--- src/rtl/xor2_gate.sv ---
// Purpose: two-input XOR primitive with a registered debug side path.
// Latency: z0 is combinational (0 cycles); z0_q, z0_chg and hi_cnt update 1 cycle after the sample edge.
// Backpressure: none; the gate output is always valid and the registers sample every edge.
module xor2_gate #(
  parameter int CNT_W = 8
) (
  input  logic             clk,
  input  logic             rst_n,
  input  logic             x0,
  input  logic             x1,
  output logic             z0,
  output logic             z0_q,
  output logic             z0_chg,
  output logic [CNT_W-1:0] hi_cnt
);

  // Counter is held at all-ones once full so a long-high input never reads as a low count.
  localparam logic [CNT_W-1:0] CNT_MAX = {CNT_W{1'b1}};
  localparam logic [CNT_W-1:0] CNT_ONE = {{(CNT_W-1){1'b0}}, 1'b1};

  // Gate output: pure XOR, independent of clock and reset.
  always_comb begin
    z0 = x0 ^ x1;
  end

  // Registered copy of the gate and a change strobe aligned with the new registered value.
  always_ff @(posedge clk or negedge rst_n) begin
    if (!rst_n) begin
      z0_q   <= 1'b0;
      z0_chg <= 1'b0;
    end else begin
      z0_q   <= z0;
      z0_chg <= z0 ^ z0_q;
    end
  end

  // High-cycle counter: counts edges with z0 high, saturates, cleared only by reset.
  always_ff @(posedge clk or negedge rst_n) begin
    if (!rst_n) begin
      hi_cnt <= '0;
    end else if (z0 && (hi_cnt != CNT_MAX)) begin
      hi_cnt <= hi_cnt + CNT_ONE;
    end
  end

endmodule

--- config.mk ---
export PLATFORM = sky130hd
export DESIGN_NAME = xor2_gate
export DESIGN_NICKNAME = d
export VERILOG_FILES = /design/src/rtl/xor2_gate.sv
export SDC_FILE = /design/constraint.sdc
export NUM_CORES = 1
export LEC_CHECK = 0
export CORE_AREA = 2 2 39 41
export DETAILED_ROUTE_END_ITERATION = 12
export DIE_AREA = 0 0 41 43
export GPL_TIMING_DRIVEN = 0
export HOLD_SLACK_MARGIN = 0.03
export SYNTH_ARGS = -nofsm -noshare
export SYNTH_HDL_FRONTEND = slang
export SYNTH_SLANG_ARGS = --single-unit
--- constraint.sdc ---
create_clock -name clk -period 2.6 [get_ports clk]
set_input_delay 0.26 -clock clk [delete_from_list [all_inputs] [get_ports clk]]
set_output_delay 0.26 -clock clk [all_outputs]
set_load 0.01 [all_outputs]
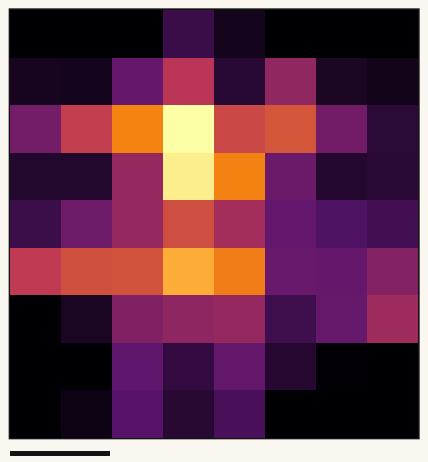
**Above:** run 1 (wiring heat map).
Bar = 10 µm. The die is cut into 8 by 9 equal tiles; black is low, pale yellow is high, scaled to the fullest tile. Values are wire area over tile area, all layers added.
tiles over half the peak: 18%
fullest tile: 0.28
mean over tiles: 0.072

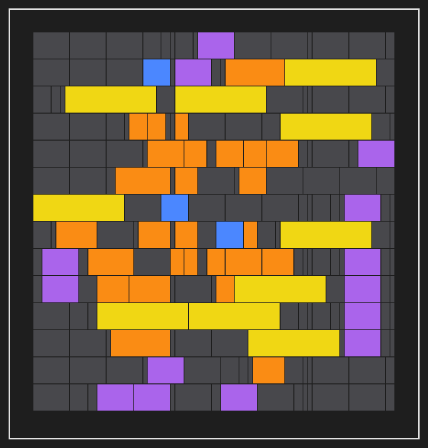
**Above:** run 1 (placement by cell class).
Fill, decap, tap and diode cells in grey.
[blue] clock-net drivers | cells: 3 | share of their area: 3.6%
[orange] remaining logic cells | cells: 27 | share of their area: 35%
[yellow] sequential cells | cells: 10 | share of their area: 39%
[purple] remaining buffers and delay cells | cells: 14 | share of their area: 22%

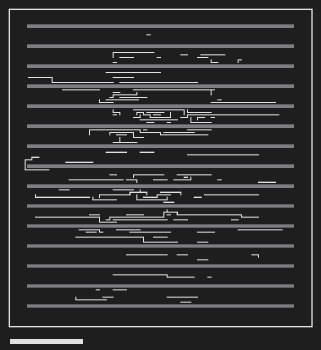
**Above:** run 1 (the metal 1 layer).
Bar = 10 µm. Supply wires on this layer in grey.
longest straight run: 12.4 µm
nets with wire on the layer: 48
share of all routed wire: 49%
main direction: horizontal

==> results.toml, run 1 <==
# synthesis and place-and-route metrics
[final_layout]
nonClockBufferCount = 14
seq_cells = 10
final_cell_area_um2 = 654
mostFrequentLayoutCells = "clkdlybuf4s50_1 (14), dfrtp_1 (10), nand2_1 (3), a31oi_1 (3), clkbuf_4 (3)"
layout.nets = 61
logic_area_um2 = 218

[placement]
port_buffers = 14
dpl.hpwl_um = 612

[synth]
yosysCellCount = 37
edf_count = 0
yosysWarningCount = 0
ys_types = 20
yosysMostFrequentCell = "dfrtp_1"
ys_sh_simple = 0.146
yosysTopAreaCell = "dfrtp_1"
common_cells = "dfrtp_1 (10), a31oi_1 (3), nand2_1 (3)"
top_logic_kind = "simple AND/OR/NAND/NOR gates"
ys_seq_elements = 10
adder_share = 0.0265

[power_and_ir_drop]
p_per_area_nw_per_um2 = 965
top_power_group = "registers"
switchingPower_mw = 0.215
clockPowerShare = 0.158
seqPwrFrac = 0.440
ir_drop_mv = 0.490

[worst_setup_path]
crit-reg2reg-capture = "hi_cnt[1]"
path_max_fanout = 7
crit_family = "buffers and inverters"
cp_common_cell = "clkdlybuf4s50_1"
critPathKind = "primary input to output port"
slowest_stage = "clkdlybuf4s50_1"
cp_num_buf_inv = 2

[sta]
post-route-period-util = 0.746
rsz0062_at_grt = "false"
layout_setup_ws_ns = 0.660
relSlewSlack = 0.705

[drt]
met2_length_um = 360
via_per_inst = 4.74
num_vias = 332

[worst_hold_path]
worstHoldPathType = "primary input to asynchronous set/reset pin"

[clock_network]
cts_root_buffer = "clkbuf_4"
post_cts_resized = 0

[floorplanning]
fp.dieW_um = 41
io_pins = 15
die_h_um = 43

[outcome]
status = "complete, no violations"

[global_routing]
use_met3 = 0.0628
grt_start_max_net_pins = 11
use_met2 = 0.141
grt_busiest_layer = "met1"

[flow_run]
warning_count = 26
## Run 2: what changed since run 1
clock period = 1.9 ns   (was 2.6 ns; I/O delays follow)
==> results.toml, run 2 <==
# synthesis and place-and-route metrics
[synth]
common_cells = "dfrtp_1 (10), a31oi_1 (3), nand2_1 (3)"
yosysTopAreaCell = "dfrtp_1"
synth_area_um2 = 472
ys_sh_simple = 0.146
yosys.area_share.aoi = 0.141
yosysCellCount = 37
ys_seq_elements = 10
top_logic_kind = "simple AND/OR/NAND/NOR gates"
adder_share = 0.0265
edf_count = 0
yosysWarningCount = 0
ys_types = 20
yosysMostFrequentCell = "dfrtp_1"

[sta]
layout_setup_ws_ns = 0.100
tightest_slew_ns = 0.441
setup_viol = 0
post-route-period-util = 0.947
relSlewSlack = 0.705
rsz0062_at_grt = "false"
fin_crit_ns = 1.80

[global_routing]
antenna_found_initial = 0
grt_busiest_layer = "met1"
grt_start_max_net_pins = 11
grt_pass1_vias = 294
use_met3 = 0.0628
use_met2 = 0.141

[final_layout]
mostFrequentLayoutCells = "clkdlybuf4s50_1 (14), dfrtp_1 (10), nand2_1 (3), a31oi_1 (3), clkbuf_4 (3)"
top_regs = "hi_cnt x8, z0_chg x1, z0_q x1"
layout.nets = 61
logic_area_um2 = 218
n_antenna_cell = 0
largest_reg_flops = 8
top_register = "hi_cnt"
sh_seq_area = 0.382
nFillCells = 133
nonClockBufferCount = 14
final_cell_area_um2 = 654

[power_and_ir_drop]
intPower_mw = 0.570
combPwrFrac = 0.402
p_per_area_nw_per_um2 = 1320
top_power_group = "registers"
seqPwrFrac = 0.440
switchingPower_mw = 0.294
p_sw_frac = 0.340
ir_drop_mv = 0.670
clockPowerShare = 0.158

[placement]
dpl.hpwl_um = 612
port_buffers = 14

[drt]
via_per_inst = 4.74
met2_length_um = 360
first_iter_violations = 0

[clock_network]
cts_root_buffer = "clkbuf_4"
cts_made_buffers = 3
post_cts_resized = 0

[worst_setup_path]
reg2reg_slack_ns = 0.41
crit_chain = "clkdlybuf4s50_1 -> xor2_2 -> clkdlybuf4s50_1"
crit-reg2reg-capture = "hi_cnt[1]"
cp_num_buf_inv = 2
cp_common_cell = "clkdlybuf4s50_1"
slowest_stage = "clkdlybuf4s50_1"
slowest_delay_ns = 0.60
path_max_fanout = 7
cp.required_ns = 1.71
crit_family = "buffers and inverters"
critPathKind = "primary input to output port"

[floorplanning]
well_tap_count = 16
fp.dieW_um = 41
io_pins = 15
die_h_um = 43
fp_util = 0.341

[flow_run]
warning_count = 26

[worst_hold_path]
worstHoldPathType = "primary input to asynchronous set/reset pin"

[outcome]
status = "complete, no violations"
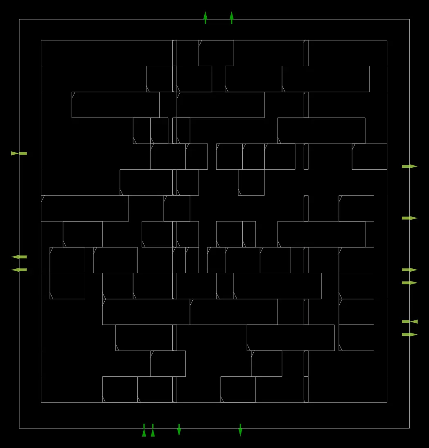
**Above:** run 2 (cell placement).
total core area: 1380 µm²
flip-flops: 10
Finished Layout Cells: 70

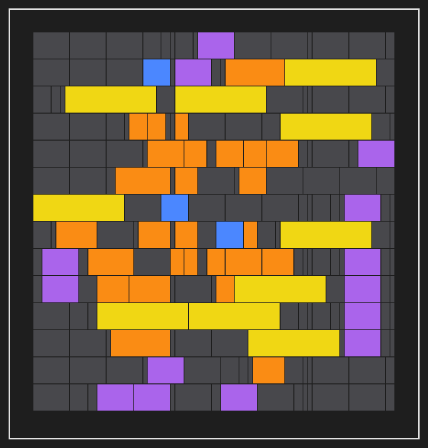
**Above:** run 2 (placement by cell class).
Fill, decap, tap and diode cells in grey.
[orange] remaining logic cells | cells: 27 | share of their area: 35%
[blue] clock-net drivers | cells: 3 | share of their area: 3.6%
[purple] remaining buffers and delay cells | cells: 14 | share of their area: 22%
[yellow] sequential cells | cells: 10 | share of their area: 39%

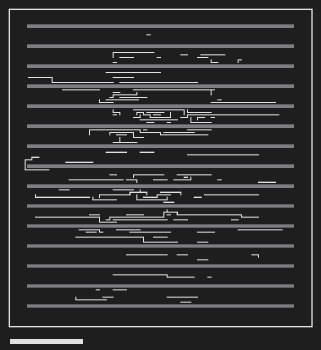
**Above:** run 2 (the metal 1 layer).
Bar = 10 µm. Supply wires on this layer in grey.
vias post-DR: 332
drt total wl: 805 µm
met1 usage: 0.166

## Run 3: what changed since run 2
CTS_BUF_LIST = sky130_fd_sc_hd__clkbuf_16   (was default)
==> results.toml, run 3 <==
# synthesis and place-and-route metrics
[drt]
first_iter_violations = 2
drc = 0
met2_length_um = 346
via_per_inst = 4.71

[worst_setup_path]
crit-reg2reg-capture = "hi_cnt[1]"
reg2reg_slack_ns = 0.41
cp.required_ns = 1.71
slowest_delay_ns = 0.60
startpoint_type = "primary input"
cp_num_buf_inv = 2
slowest_stage = "clkdlybuf4s50_1"
critPathKind = "primary input to output port"
endpoint = "z0"
crit_chain = "clkdlybuf4s50_1 -> xor2_2 -> clkdlybuf4s50_1"
cp_common_cell = "clkdlybuf4s50_1"
path_max_fanout = 7

[power_and_ir_drop]
clockPowerShare = 0.325
p_sw_frac = 0.288
p_per_area_nw_per_um2 = 1530
top_power_group = "registers"
switchingPower_mw = 0.311
ir_drop_mv = 0.675
intPower_mw = 0.770
combPwrFrac = 0.321

[sta]
layout_setup_ws_ns = 0.100
relSlewSlack = 0.706
rsz0062_at_grt = "false"
tightest_slew_ns = 0.440
setup_viol = 0
fin_crit_ns = 1.80

[clock_network]
post_cts_resized = 0
cts_made_buffers = 3
cts_root_buffer = "clkbuf_16"

[global_routing]
grt_busiest_layer = "met1"
antenna_found_initial = 0
grt_pass1_vias = 294
use_met2 = 0.144
grt_start_max_net_pins = 11
grtUsageMet1 = 0.162
use_met3 = 0.0471

[final_layout]
layout.nets = 61
top_register = "hi_cnt"
comb_share = 0.308
n_antenna_cell = 0
mostFrequentLayoutCells = "clkdlybuf4s50_1 (14), dfrtp_1 (10), nand2_1 (3), a31oi_1 (3), clkbuf_16 (3)"
logic_area_um2 = 218
finalNonFillerCells = 70
seq_cells = 10
largest_class = "flip-flops and latches"
final_cell_area_um2 = 707
largest_reg_flops = 8
top_regs = "hi_cnt x8, z0_chg x1, z0_q x1"

[synth]
top_logic_kind = "simple AND/OR/NAND/NOR gates"
area_leaders = "dfrtp_1 (53%), xor2_2 (6.9%), a31oi_1 (4.0%)"
yosysCellCount = 37
ys_sh_simple = 0.146
yosysTopAreaCell = "dfrtp_1"
ys_types = 20
edf_count = 0
common_cells = "dfrtp_1 (10), a31oi_1 (3), nand2_1 (3)"
yosys-stat-area_um2 = 472
yosys.area_share.aoi = 0.141
yosysWarningCount = 0
yosysMostFrequentCell = "dfrtp_1"
synth_area_um2 = 472
synth_top_area_share = 0.531

[floorplanning]
fp.dieW_um = 41
fp_util = 0.341
io_pins = 15
core_um2 = 1380
die_h_um = 43

[outcome]
status = "complete, no violations"

[flow_run]
warning_count = 26

[placement]
port_buffers = 14
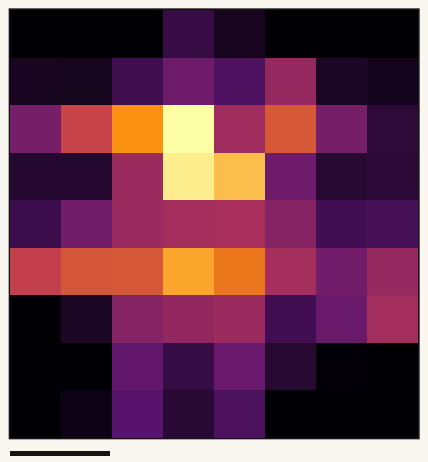
**Above:** run 3 (wiring heat map).
Bar = 10 µm. The die is cut into 8 by 9 equal tiles; black is low, pale yellow is high, scaled to the fullest tile. Values are wire area over tile area, all layers added.
drt total wl: 791 µm
gr usage total: 0.111
Wirelength per Cell: 11.3 µm
vias post-DR: 330

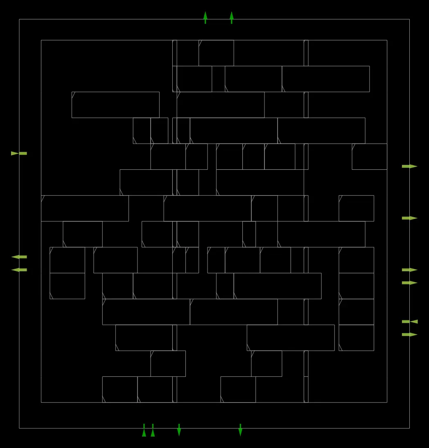
**Above:** run 3 (cell placement).
flop share of the area: 0.354
Rows: 14
# Taps: 16
FILL cells: 130
fin util: 0.511

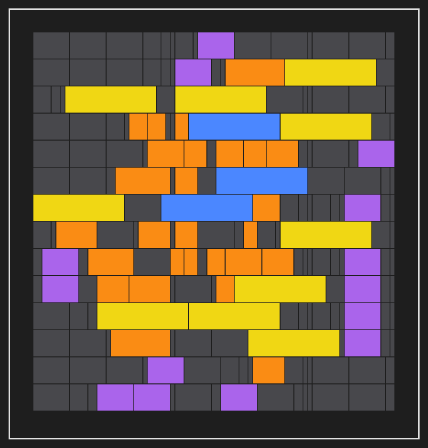
**Above:** run 3 (placement by cell class).
Fill, decap, tap and diode cells in grey.
[orange] remaining logic cells | cells: 27 | share of their area: 32%
[yellow] sequential cells | cells: 10 | share of their area: 36%
[blue] clock-net drivers | cells: 3 | share of their area: 11%
[purple] remaining buffers and delay cells | cells: 14 | share of their area: 20%

